===== src/rtl/mem_ctrl.sv =====
// rtl/mem_ctrl.sv - load/store front end for the 32-word negedge data memory
//
// Optional feature macro: MEM_CTRL_STATS_EN (adds saturating access counters).
//
// Ports:
//   clk, rst_n                      clock, asynchronous active-low reset
//   req_valid/req_ready             request handshake (accepted only in IDLE)
//   req_write/req_addr/req_wdata/req_be  store flag, word address, data, byte enables
//   resp_valid/resp_ready           held response handshake
//   resp_rdata/resp_err             load data (0 for stores/errors), out-of-range flag
//   mem_enable/mem_write/mem_addr/mem_din  memory drive, changes only at posedge
//   mem_dout                        memory read data, updated on negedge
//   stat_rd/stat_wr/stat_rmw/stat_err  access counters (MEM_CTRL_STATS_EN only)

module mem_ctrl #(
  parameter int MEM_WORDS = 32,
  parameter int ADDR_W    = 24,
  parameter int DATA_W    = 32
) (
  input  logic              clk,
  input  logic              rst_n,
  input  logic              req_valid,
  output logic              req_ready,
  input  logic              req_write,
  input  logic [ADDR_W-1:0] req_addr,
  input  logic [DATA_W-1:0] req_wdata,
  input  logic [3:0]        req_be,
  output logic              resp_valid,
  input  logic              resp_ready,
  output logic [DATA_W-1:0] resp_rdata,
  output logic              resp_err,
  output logic              mem_enable,
  output logic              mem_write,
  output logic [ADDR_W-1:0] mem_addr,
  output logic [DATA_W-1:0] mem_din,
  input  logic [DATA_W-1:0] mem_dout
`ifdef MEM_CTRL_STATS_EN
  ,
  output logic [15:0]       stat_rd,
  output logic [15:0]       stat_wr,
  output logic [15:0]       stat_rmw,
  output logic [15:0]       stat_err
`endif
);

  localparam logic [2:0] S_IDLE   = 3'd0;
  localparam logic [2:0] S_RD     = 3'd1;
  localparam logic [2:0] S_RMW_RD = 3'd2;
  localparam logic [2:0] S_WR     = 3'd3;
  localparam logic [2:0] S_RESP   = 3'd4;

  logic [2:0]        state_q, state_d;
  logic              wr_q, wr_d;
  logic [ADDR_W-1:0] addr_q, addr_d;
  logic [DATA_W-1:0] wdata_q, wdata_d;
  logic [3:0]        be_q, be_d;
  logic [DATA_W-1:0] merge_q, merge_d;
  logic [DATA_W-1:0] rdata_q, rdata_d;
  logic              err_q, err_d;

  logic req_oor;
  logic accept;

  assign req_oor = (req_addr >= ADDR_W'(MEM_WORDS));
  assign accept  = (state_q == S_IDLE) && req_valid;

  always_comb begin
    state_d = state_q;
    wr_d    = wr_q;
    addr_d  = addr_q;
    wdata_d = wdata_q;
    be_d    = be_q;
    merge_d = merge_q;
    rdata_d = rdata_q;
    err_d   = err_q;
    case (state_q)
      S_IDLE: begin
        if (req_valid) begin
          wr_d    = req_write;
          addr_d  = req_addr;
          wdata_d = req_wdata;
          be_d    = req_be;
          rdata_d = '0;
          err_d   = 1'b0;
          if (req_oor) begin
            err_d   = 1'b1;
            state_d = S_RESP;
          end else if (!req_write) begin
            state_d = S_RD;
          end else if (req_be == 4'hF) begin
            state_d = S_WR;
          end else if (req_be == 4'h0) begin
            // Nothing to write: answer without touching the memory.
            state_d = S_RESP;
          end else begin
            state_d = S_RMW_RD;
          end
        end
      end
      S_RD: begin
        rdata_d = mem_dout;
        state_d = S_RESP;
      end
      S_RMW_RD: begin
        // Enabled lanes take the new data, the rest keep the word just read.
        for (int i = 0; i < 4; i++) begin
          merge_d[8*i +: 8] = be_q[i] ? wdata_q[8*i +: 8] : mem_dout[8*i +: 8];
        end
        state_d = S_WR;
      end
      S_WR: begin
        state_d = S_RESP;
      end
      S_RESP: begin
        if (resp_ready) begin
          state_d = S_IDLE;
        end
      end
      default: begin
        state_d = S_IDLE;
      end
    endcase
  end

  always_ff @(posedge clk or negedge rst_n) begin
    if (!rst_n) begin
      state_q <= S_IDLE;
      wr_q    <= 1'b0;
      addr_q  <= '0;
      wdata_q <= '0;
      be_q    <= '0;
      merge_q <= '0;
      rdata_q <= '0;
      err_q   <= 1'b0;
    end else begin
      state_q <= state_d;
      wr_q    <= wr_d;
      addr_q  <= addr_d;
      wdata_q <= wdata_d;
      be_q    <= be_d;
      merge_q <= merge_d;
      rdata_q <= rdata_d;
      err_q   <= err_d;
    end
  end

  // Memory drive is decoded from registered state only, so it moves at
  // posedge (stable for the memory's negedge) and drops at once on reset.
  always_comb begin
    mem_enable = (state_q == S_RD) || (state_q == S_RMW_RD) || (state_q == S_WR);
    mem_write  = (state_q == S_WR) && wr_q;
    mem_addr   = mem_enable ? addr_q : '0;
    mem_din    = '0;
    if (mem_write) begin
      mem_din = (be_q == 4'hF) ? wdata_q : merge_q;
    end
    req_ready  = (state_q == S_IDLE);
    resp_valid = (state_q == S_RESP);
    resp_rdata = rdata_q;
    resp_err   = err_q;
  end

`ifdef MEM_CTRL_STATS_EN
  logic [15:0] stat_rd_q, stat_rd_d;
  logic [15:0] stat_wr_q, stat_wr_d;
  logic [15:0] stat_rmw_q, stat_rmw_d;
  logic [15:0] stat_err_q, stat_err_d;

  function automatic logic [15:0] sat_inc(input logic [15:0] v);
    return (v == 16'hFFFF) ? v : v + 16'd1;
  endfunction

  // Counted on the accept edge; the WR that follows RMW_RD is not a new entry.
  always_comb begin
    stat_rd_d  = stat_rd_q;
    stat_wr_d  = stat_wr_q;
    stat_rmw_d = stat_rmw_q;
    stat_err_d = stat_err_q;
    if (accept) begin
      if (req_oor) begin
        stat_err_d = sat_inc(stat_err_q);
      end else if (!req_write) begin
        stat_rd_d = sat_inc(stat_rd_q);
      end else if (req_be == 4'hF) begin
        stat_wr_d = sat_inc(stat_wr_q);
      end else if (req_be != 4'h0) begin
        stat_rmw_d = sat_inc(stat_rmw_q);
      end
    end
  end

  always_ff @(posedge clk or negedge rst_n) begin
    if (!rst_n) begin
      stat_rd_q  <= '0;
      stat_wr_q  <= '0;
      stat_rmw_q <= '0;
      stat_err_q <= '0;
    end else begin
      stat_rd_q  <= stat_rd_d;
      stat_wr_q  <= stat_wr_d;
      stat_rmw_q <= stat_rmw_d;
      stat_err_q <= stat_err_d;
    end
  end

  assign stat_rd  = stat_rd_q;
  assign stat_wr  = stat_wr_q;
  assign stat_rmw = stat_rmw_q;
  assign stat_err = stat_err_q;
`else
  logic unused_accept;
  assign unused_accept = accept;
`endif

endmodule


===== config.mk =====
export PLATFORM = sky130hd
export DESIGN_NAME = mem_ctrl
export DESIGN_NICKNAME = d
export VERILOG_FILES = /design/src/rtl/mem_ctrl.sv
export SDC_FILE = /design/constraint.sdc
export NUM_CORES = 1
export LEC_CHECK = 0
export ABC_AREA = 1
export CAP_MARGIN = 15
export CORE_MARGIN = 2
export CORE_UTILIZATION = 47
export CTS_BUF_LIST = sky130_fd_sc_hd__clkbuf_16
export CTS_CLUSTER_SIZE = 30
export DETAILED_ROUTE_END_ITERATION = 8
export GPL_TIMING_DRIVEN = 0
export PLACE_DENSITY = 0.81
export SLEW_MARGIN = 15
export SYNTH_ARGS = -nofsm -noshare
export SYNTH_HDL_FRONTEND = slang
export SYNTH_SLANG_ARGS = --single-unit

===== constraint.sdc =====
create_clock -name clk -period 2.2 [get_ports clk]
set_clock_uncertainty 0.1 [all_clocks]
set_input_delay 0.55 -clock clk [delete_from_list [all_inputs] [get_ports clk]]
set_output_delay 0.55 -clock clk [all_outputs]
set_load 0.01 [all_outputs]

==> impl_metrics.csv, run 1 <==
group,metric,value,unit
clock_tree,clkLatencyLatePin,0.42,ns
final_timing,setup_slack,-0.224,ns
yosys,async_reset_ff_frac,1.00,
pwr,powerDensity,931,nW/um^2
setup_path,r2r-start,"state_q[0]$_DFFE_PN0P_",
setup_path,crit_chain,"nor2_4 > nand3_4 > inv_8 > buf_6 > buf_4 > o21ai_2 > a21oi_1 > buf_2",
pwr,ir_drop,0.833,mV
setup_path,path_depth,8,
finish,n_all_buffers,273,
pwr,p_clk_frac,0.320,
pwr,clk-power,2.73,mW
pwr,seqPwrFrac,0.398,
final_timing,slew_headroom,0.624,
yosys,synth_flops,129,
finish,lay_top_cells,"nand2_1, dfrtp_1, clkdlybuf4s50_1",
run,warnings,28,
run_status,violations,"negative hold slack, negative setup slack",
setup_path,cpLargestDelayFamily,"buffers and inverters",
finish,fin_area,9190,um^2
clock_tree,cts_sinks,129,
yosys,syn_inst,777,
yosys,top_area_cell,"dfrtp_1",
die,ioPinCount,190,
die,rows,41,
clock_tree,ctsHoldBuffers,0,
finish,drive_above_1_share,0.221,
final_timing,whs,-0.0191,ns
finish,n_all_inverters,113,
pwr,p_switching,2.93,mW
die,dieArea,14000,um^2
global_route,gr-usage-met3,0.0806,
placed_design,dp_hpwl,13.4,mm
global_route,grt_pass1_vias,6322,
setup_path,cp.required,1.55,ns
die,die_w,119,um
final_timing,hold_viol_final,9,
route,avgRoutedWirePerCell,16.5,um
clock_tree,cts-root-buf,"clkbuf_16",
setup_path,rrSetupSlack,0.12,ns
global_route,met1_usage,0.350,
setup_path,cp-start-kind,"register",
pwr,switching_share,0.342,
finish,buf_share,0.258,
yosys,synth_nets,874,
yosys,syn_area,6160,um^2
route,wl,19.9,mm
setup_path,reg2reg_to,"addr_q[20]$_DFFE_PN0P_",
route,drc,0,
finish,insertedDiodeCount,0,
setup_path,cp_num_buf_inv,4,
finish,seqCellArea,3230,um^2
clock_tree,numCtsBuffers,17,
setup_path,r2r_cells,12,
clock_tree,clockBufferDepth,2,
yosys,ys_types,22,
run_status,outcome,"finished with violations",
route,vias,6149,
setup_path,setup.worst_path.end,"mem_din[11]",
yosys,ys_warn_count,0,
pwr,power_leader,"sequential cells",
global_route,grt_pass1_wl,32.2,mm
setup_path,slowest_stage,"dfrtp_1",
yosys,synth.top_cell.area_share,0.524,
global_route,grt_overflow,0,
finish,n_fill_cell,1028,
route,first_iter_violations,574,
clock_tree,cts_tree,"yes",
pwr,powerSeq,3.40,mW
yosys,synth.most_common_cell,"nand2_1",
setup_path,crit_path_start,"state_q[2]$_DFFE_PN0P_",
finish,clk_share,0.0623,
placed_design,placedInstanceArea,8300,um^2
die,die_height,119,um
finish,sh_comb_area,0.257,
pwr,combPwrFrac,0.282,
setup_path,slowest_delay,0.42,ns
pwr,pg_comb,2.41,mW
final_timing,finalSetupViolations,53,
final_timing,tightest_slew,0.564,ns
setup_path,critPathMaxFanout,5,
yosys,synth_seq_share,0.524,
run 1: worst register-to-register path: stages, from the launching register on:
cell	delay (ns)
dfrtp_2	0.43
buf_4	0.15
nor2_4	0.10
buf_4	0.12
buf_4	0.09
buf_4	0.11
nand2_2	0.06
inv_2	0.05
buf_4	0.11
nand2_4	0.06
inv_2	0.16
buf_2	0.28
o21ai_0	0.13
run 1: per-layer routing:
| layer | wire [um] | part of all wire | vias up |
|---|---|---|---|
| li1 | - | - | 2929 |
| met1 | 7960 | 0.40 | 2951 |
| met2 | 10000 | 0.50 | 232 |
| met3 | 1470 | 0.074 | 37 |
| met4 | 467 | 0.023 | 0 |
| met5 | 0 | 0 | - |
run 1: sequential cells by signal, summed over array words and instances (netlist names):
name / cells
be_q: 4
resp_rdata: 32
wr_q: 1
state_q: 3
merge_q: 32
wdata_q: 32
resp_err: 1
addr_q: 24
run 1: through the flow:
stage | util | setup TNS [ns] | instances | hold slack [ns] | setup slack [ns]
after floorplan | - | 0 | 777 | 0.154 | 0.334
after global placement | 0.650 | -612.56 | 1138 | 0.364 | -4.63
after detailed placement | 0.652 | -17.94 | 1139 | 0.375 | -0.609
after CTS | 0.714 | -5.08 | 1202 | 0.0121 | -0.188
after global routing | 0.722 | -11.27 | 1206 | 0.0362 | -0.277
final | 0.722 | -7.67 | 1206 | -0.0191 | -0.224
run 1: repair_timing:
action / 4_1_cts / 5_1_grt
hold endpoints to repair: 0 / 0
pin swaps: 5 / 3
gates cloned: 4 / 0
endpoints found under the setup margin: 60 / 60
setup buffers: 27 / 4
gates resized: 310 / 44
run 1: logic make-up after synthesis:
family | synth area share
AND/OR/NAND/NOR | 0.200
AND-OR/OR-AND | 0.158
buffers and inverters | 0.118
flip-flops | 0.524
run_1/drive_strength.png
Bar = 20 um.
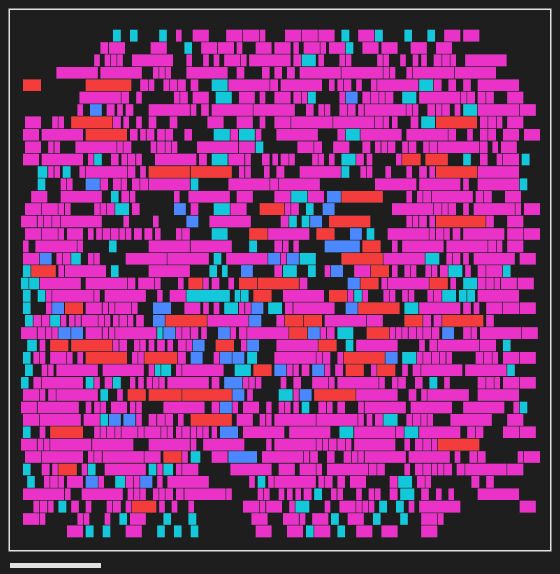
[drive 3 to 4] blue | cells: 46 | share: 4.4% | most used: buf_4
[drive 2] cyan | cells: 127 | share: 12% | most used: buf_2
[drive 6 and up] red | cells: 56 | share: 5.4% | most used: buf_6
[drive 1 or less] magenta | cells: 805 | share: 78% | most used: nand2_1

run_1/met4.png
Bar = 20 um. Cells faint in the background.
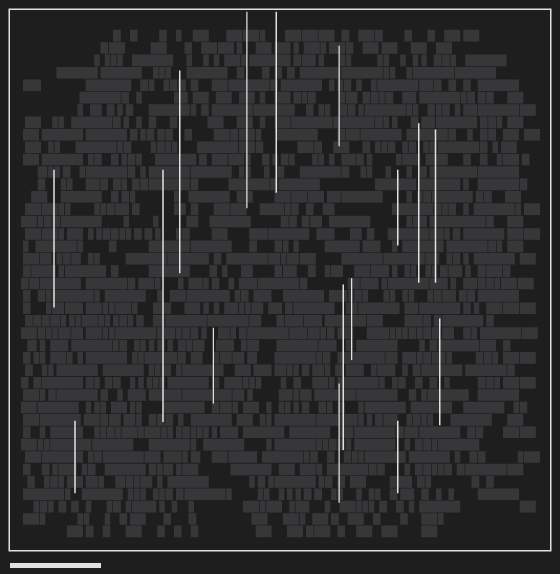
nets with wire on the layer: 14
main direction: vertical

run_1/met2.png
Cells faint in the background.
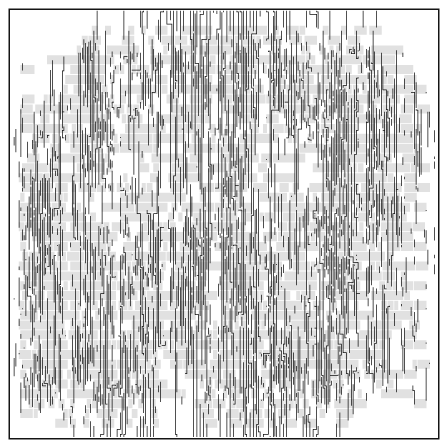
wire length on this layer: 10000 um
longest straight run: 51.0 um
nets with wire on the layer: 935
main direction: vertical
share of all routed wire: 50%

==> inputs of run 2 (changes only) <==
Settings changed: CORE_ASPECT_RATIO set to 0.75.
run_2/met2.png
Cells faint in the background.
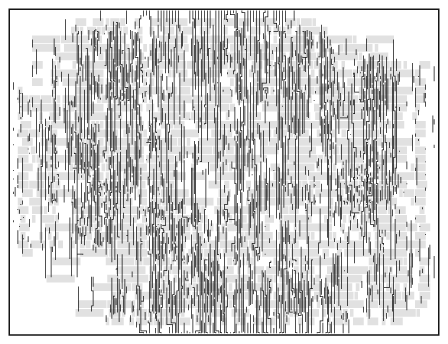
nets with wire on the layer: 917
main direction: vertical
wire length on this layer: 9300 um
share of all routed wire: 46%
longest straight run: 38.1 um

==> run 2 against run 1 <==
The run ends with negative setup slack left. Sequential power is 2% higher. Maximum frequency is 0.16% lower. Combinational power increased by 2%. Critical path type unchanged. Critical endpoint is now mem_addr[6]. Largest power group unchanged.
==> impl_metrics.csv, run 2 <==
group,metric,value,unit
finish,area_growth,52.7,%
yosys,syn_area,6160,um^2
finish,drive_above_1_share,0.248,
pwr,powerDensity,926,nW/um^2
finish,insertedDiodeCount,0,
yosys,xor_share,0,
die,dieArea,14100,um^2
global_route,grt_usage,0.282,
global_route,met1_usage,0.393,
run_status,violations,"negative setup slack",
yosys,synth_seq_share,0.524,
global_route,gr-usage-met3,0.0723,
final_timing,setup_slack,-0.228,ns
route,avgRoutedWirePerCell,16.7,um
clock_tree,numCtsBuffers,17,
yosys,synth.top_cell.area_share,0.524,
global_route,grt_pass1_vias,5890,
route,wl_met1,8.83,mm
setup_path,cpLargestDelayFamily,"buffers and inverters",
clock_tree,cts_tree,"yes",
final_timing,tightest_slew,0.508,ns
finish,fin_area,9410,um^2
clock_tree,clockBufferDepth,2,
die,die_w,136,um
yosys,ys_types,22,
clock_tree,clkLatencyLatePin,0.42,ns
setup_path,crit_path_start,"state_q[1]$_DFFE_PN0P_",
yosys,synthMuxAreaShare,0,
setup_path,rrSetupSlack,0.08,ns
setup_path,reg2reg_to,"resp_err$_DFFE_PN0P_",
finish,n_fill_cell,981,
final_timing,slew_headroom,0.661,
yosys,top_logic_kind,"simple AND/OR/NAND/NOR gates",
yosys,ys_warn_count,0,
setup_path,critPathMaxFanout,8,
yosys,synth_nets,874,
route,drc,0,
global_route,grt_overflow,0,
die,ioPinCount,190,
final_timing,hold_viol_final,0,
global_route,grt_pass1_wl,30.2,mm
yosys,top_area_cell,"dfrtp_1",
yosys,synthAoiAreaFrac,0.158,
clock_tree,ctsHoldBuffers,1,
yosys,synth_flops,129,
route,vias,6259,
setup_path,crit_chain,"buf_4 > nor2_4 > inv_2 > nand2_4 > buf_6 > buf_6 > buf_4 > nor2_1 > buf_2",
route,dr_wl_met3,1.67,mm
placed_design,dp_hpwl,13.3,mm
yosys,async_reset_ff_frac,1.00,
clock_tree,post_cts_resized,275,
final_timing,setup_tns,-7.87,ns
setup_path,slowest_delay,0.38,ns
finish,lay_top_cells,"nand2_1, dfrtp_1, clkdlybuf4s50_1",
placed_design,placedInstanceArea,8300,um^2
yosys,adder_share,0,
die,rows,36,
route,wl_met2,9.30,mm
die,die_height,103,um
route,first_iter_violations,581,
yosys,synth.most_common_cell,"nand2_1",
setup_path,cp-start-kind,"register",
clock_tree,cts_sinks,129,
route,wl,20.1,mm
yosys,ys_sh_simple,0.200,
setup_path,slowest_stage,"dfrtp_1",
pwr,ir_drop,0.693,mV
setup_path,r2r-start,"state_q[1]$_DFFE_PN0P_",
finish,fin_util,0.730,
setup_path,r2r_cells,13,
final_timing,finalSetupViolations,54,
run_status,outcome,"finished with violations",
run,warnings,28,
final_timing,whs,0.391,ns
placed_design,post-place-ws,-0.583,ns
clock_tree,cts-root-buf,"clkbuf_16",
yosys,syn_inst,777,
clock_tree,post_cts_buffers,19,
setup_path,cp.required,1.55,ns
route,routed.top_layer,"met4",
setup_path,cp_num_buf_inv,6,
global_route,top_usage_layer,"met2",
run_2/metal_stack.png
Only two layers are drawn.
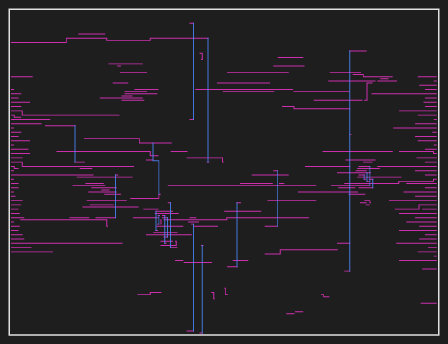
[met3] magenta | wire length: 1670 um
[met4] blue | wire length: 334 um

[run 2: cell types whose count changed in the layout (fill, tap and decap cells not counted), sizes merged]
| cell | before | now |
|---|---|---|
| nand4 | 1 | 2 |
| dlygate4sd3 | 0 | 1 |
| clkinv | 6 | 7 |
| inv | 114 | 117 |
| clkdlybuf4s15 | 0 | 2 |
| buf | 127 | 116 |
| clkbuf | 35 | 40 |
| clkinvlp | 6 | 2 |
[run 2: power breakdown]
part / leakage [nW] / internal [mW] / switching, mW / total (mW)
logic: 2.69 / 0.940 / 1.51 / 2.45
clock network: 0.285 / 1.68 / 1.12 / 2.80
registers: 1.59 / 3.01 / 0.454 / 3.47
[run 2: final cells by class]
cell class / instances / area, um^2 / area share
Timing Repair Buffer: 223 / 2000 / 0.212
Sequential cell: 129 / 3230 / 0.343
Clock inverter: 15 / 156 / 0.0166
Inverter: 113 / 434 / 0.0461
Multi-Input combinational cell: 488 / 2560 / 0.272
Buffer: 47 / 389 / 0.0414
Clock buffer: 17 / 425 / 0.0452
Tap cell: 171 / 214 / 0.0227
[run 2: worst max-delay path by stage]
stage,slack [ns],cells after the start,to
6_report,-0.23,9,mem_addr[6]
3_3_place_gp,-4.63,1,wdata_q[19]$_DFFE_PN0P_
3_5_place_dp,-0.58,6,mem_din[28]
5_1_grt,-0.28,9,mem_addr[6]
4_1_cts,-0.20,8,mem_din[21]
2_1_floorplan,0.33,5,mem_din[13]
[run 2: per-stage QoR]
step	cells	total power, mW
3_3_place_gp	1137	5.38
3_5_place_dp	1138	5.47
5_1_grt	1203	9.17
2_1_floorplan	777	4.66
4_1_cts	1195	8.50
6_report	1203	8.71
==> inputs of run 3 (changes only) <==
Settings changed: CORE_MARGIN 2 to not set, CTS_BUF_LIST sky130_fd_sc_hd__clkbuf_16 to not set.
run_3/met4.png
Bar = 50 um. Cells faint in the background.
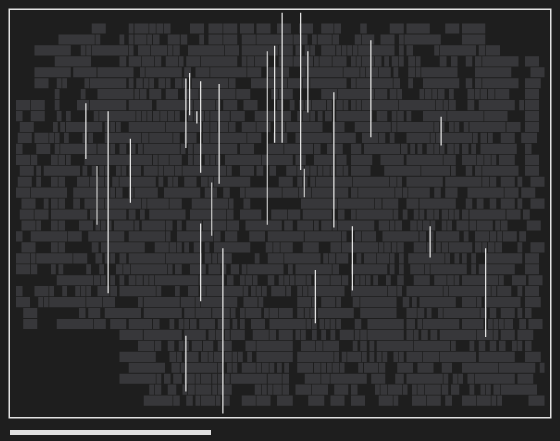
longest straight run: 44.9 um
wire length on this layer: 532 um
main direction: vertical
nets with wire on the layer: 19

==> run 3 against run 2 <==
The flow finishes with violations (negative hold slack, negative setup slack). Flip-flop count unchanged. Critical endpoint is now mem_din[21]. Non-clock buffer count decreased by 3. Sequential power increased by 1%. Cell area increased by 2.6%. Critical path depth decreased by 3. Via count increased by 0.29%. Register-to-register slack improved by 0.20 ns. Wire length increased by 3.9%. Utilization increased by 4.0 points.
==> impl_metrics.csv, run 3 <==
group,metric,value,unit
route,drc,0,
die,die_w,134,um
clock_tree,clockBufferDepth,2,
final_timing,setup_tns,-6.31,ns
die,rows,35,
yosys,ys_sh_simple,0.200,
run_status,outcome,"finished with violations",
finish,lay_top_cells,"nand2_1, clkdlybuf4s50_1, dfrtp_1",
yosys,top_logic_kind,"simple AND/OR/NAND/NOR gates",
final_timing,finalSetupViolations,51,
yosys,synth.top_cell.area_share,0.524,
run_status,violations,"negative hold slack, negative setup slack",
yosys,syn_area,6160,um^2
final_timing,whs,-0.0159,ns
yosys,synthAoiAreaFrac,0.158,
setup_path,slowest_delay,0.34,ns
setup_path,cp.required,1.55,ns
yosys,ys_warn_count,0,
route,first_iter_violations,423,
finish,insertedDiodeCount,0,
placed_design,placedInstanceArea,8290,um^2
route,wl_met1,8.84,mm
clock_tree,numCtsBuffers,17,
final_timing,hold_viol_final,5,
finish,finalNonFillerCells,1194,
yosys,adder_share,0,
yosys,synth_flops,129,
pwr,powerDensity,908,nW/um^2
final_timing,setup_slack,-0.232,ns
yosys,synth_nets,874,
global_route,grt_overflow,0,
finish,fin_area,9650,um^2
yosys,xor_share,0,
pwr,power.total,8.77,mW
final_timing,tightest_slew,0.570,ns
die,die_height,101,um
pwr,ir_drop,0.751,mV
yosys,top_area_cell,"dfrtp_1",
placed_design,post-place-ws,-0.585,ns
run_3/drive_strength.png
Bar = 50 um.
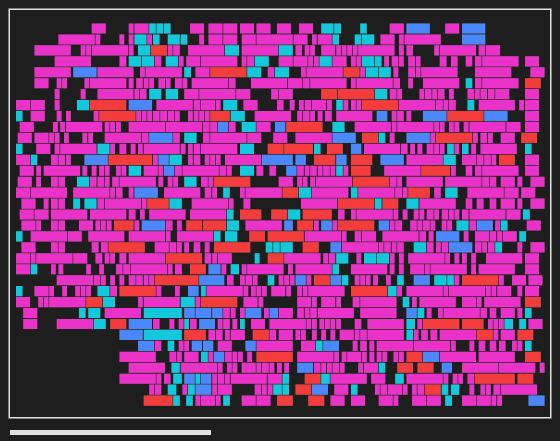
[drive 6 and up] red | cells: 75 | share: 7.3% | most used: buf_6
[drive 2] cyan | cells: 135 | share: 13% | most used: buf_2
[drive 1 or less] magenta | cells: 758 | share: 74% | most used: nand2_1
[drive 3 to 4] blue | cells: 60 | share: 5.8% | most used: buf_4

run 3: cell counts after synthesis:
No cell type changed its count.
run 3: final cells by class:
class / count / area (um^2)
flip-flops and latches: 129 / 3230
fillers: 861 / 2870
multi-input cells: 487 / 2700
repair buffers: 223 / 2100
clock buffers: 21 / 460
inverters: 113 / 439
plain buffers: 44 / 393
well taps: 166 / 208
clock inverters: 10 / 111
repair inverters: 1 / 6.26
run 3: critical path, delay by kind of cell, from the launching register on:
kind / cells / cell delay [ns]
buffers and inverters: 4 / 0.62
AND/OR/NAND/NOR: 1 / 0.20
flip-flops: 1 / 0.34
AND-OR/OR-AND: 1 / 0.18
run 3: final timing paths:
check | slack [ns] | end | cells past startpoint | start
setup / recovery | -0.23 | mem_din[21] | 6 | be_q[0]$_DFFE_PN0P_
hold / removal | -0.02 | addr_q[2]$_DFFE_PN0P_ | 1 | rst_n
setup reg to reg | 0.28 | wdata_q[14]$_DFFE_PN0P_ | 11 | state_q[0]$_DFFE_PN0P_
hold reg to reg | 0.39 | resp_err$_DFFE_PN0P_ | 2 | resp_err$_DFFE_PN0P_
max in group asynchronous | 1.23 | merge_q[25]$_DFFE_PN0P_ | 2 | rst_n
min in group clk | 0.39 | resp_err$_DFFE_PN0P_ | 2 | resp_err$_DFFE_PN0P_
run 3: repair_timing:
action                                  4_1_cts  5_1_grt
pin swaps                                    18       15
endpoints found under the setup margin       60       60
resized                                     349      117
cloned                                        5        2
buffers inserted                             20        8
run 3: power by group:
| group | leakage [nW] | internal, mW | total [mW] | switching (mW) |
|---|---|---|---|---|
| Sequential | 1.59 | 3.01 | 3.51 | 0.492 |
| Clock | 0.275 | 1.71 | 2.75 | 1.04 |
| Combinational | 2.75 | 0.960 | 2.51 | 1.55 |
| Total | 4.61 | 5.69 | 8.77 | 3.08 |
No activity file was given, so power comes from the tool's default toggle rates.
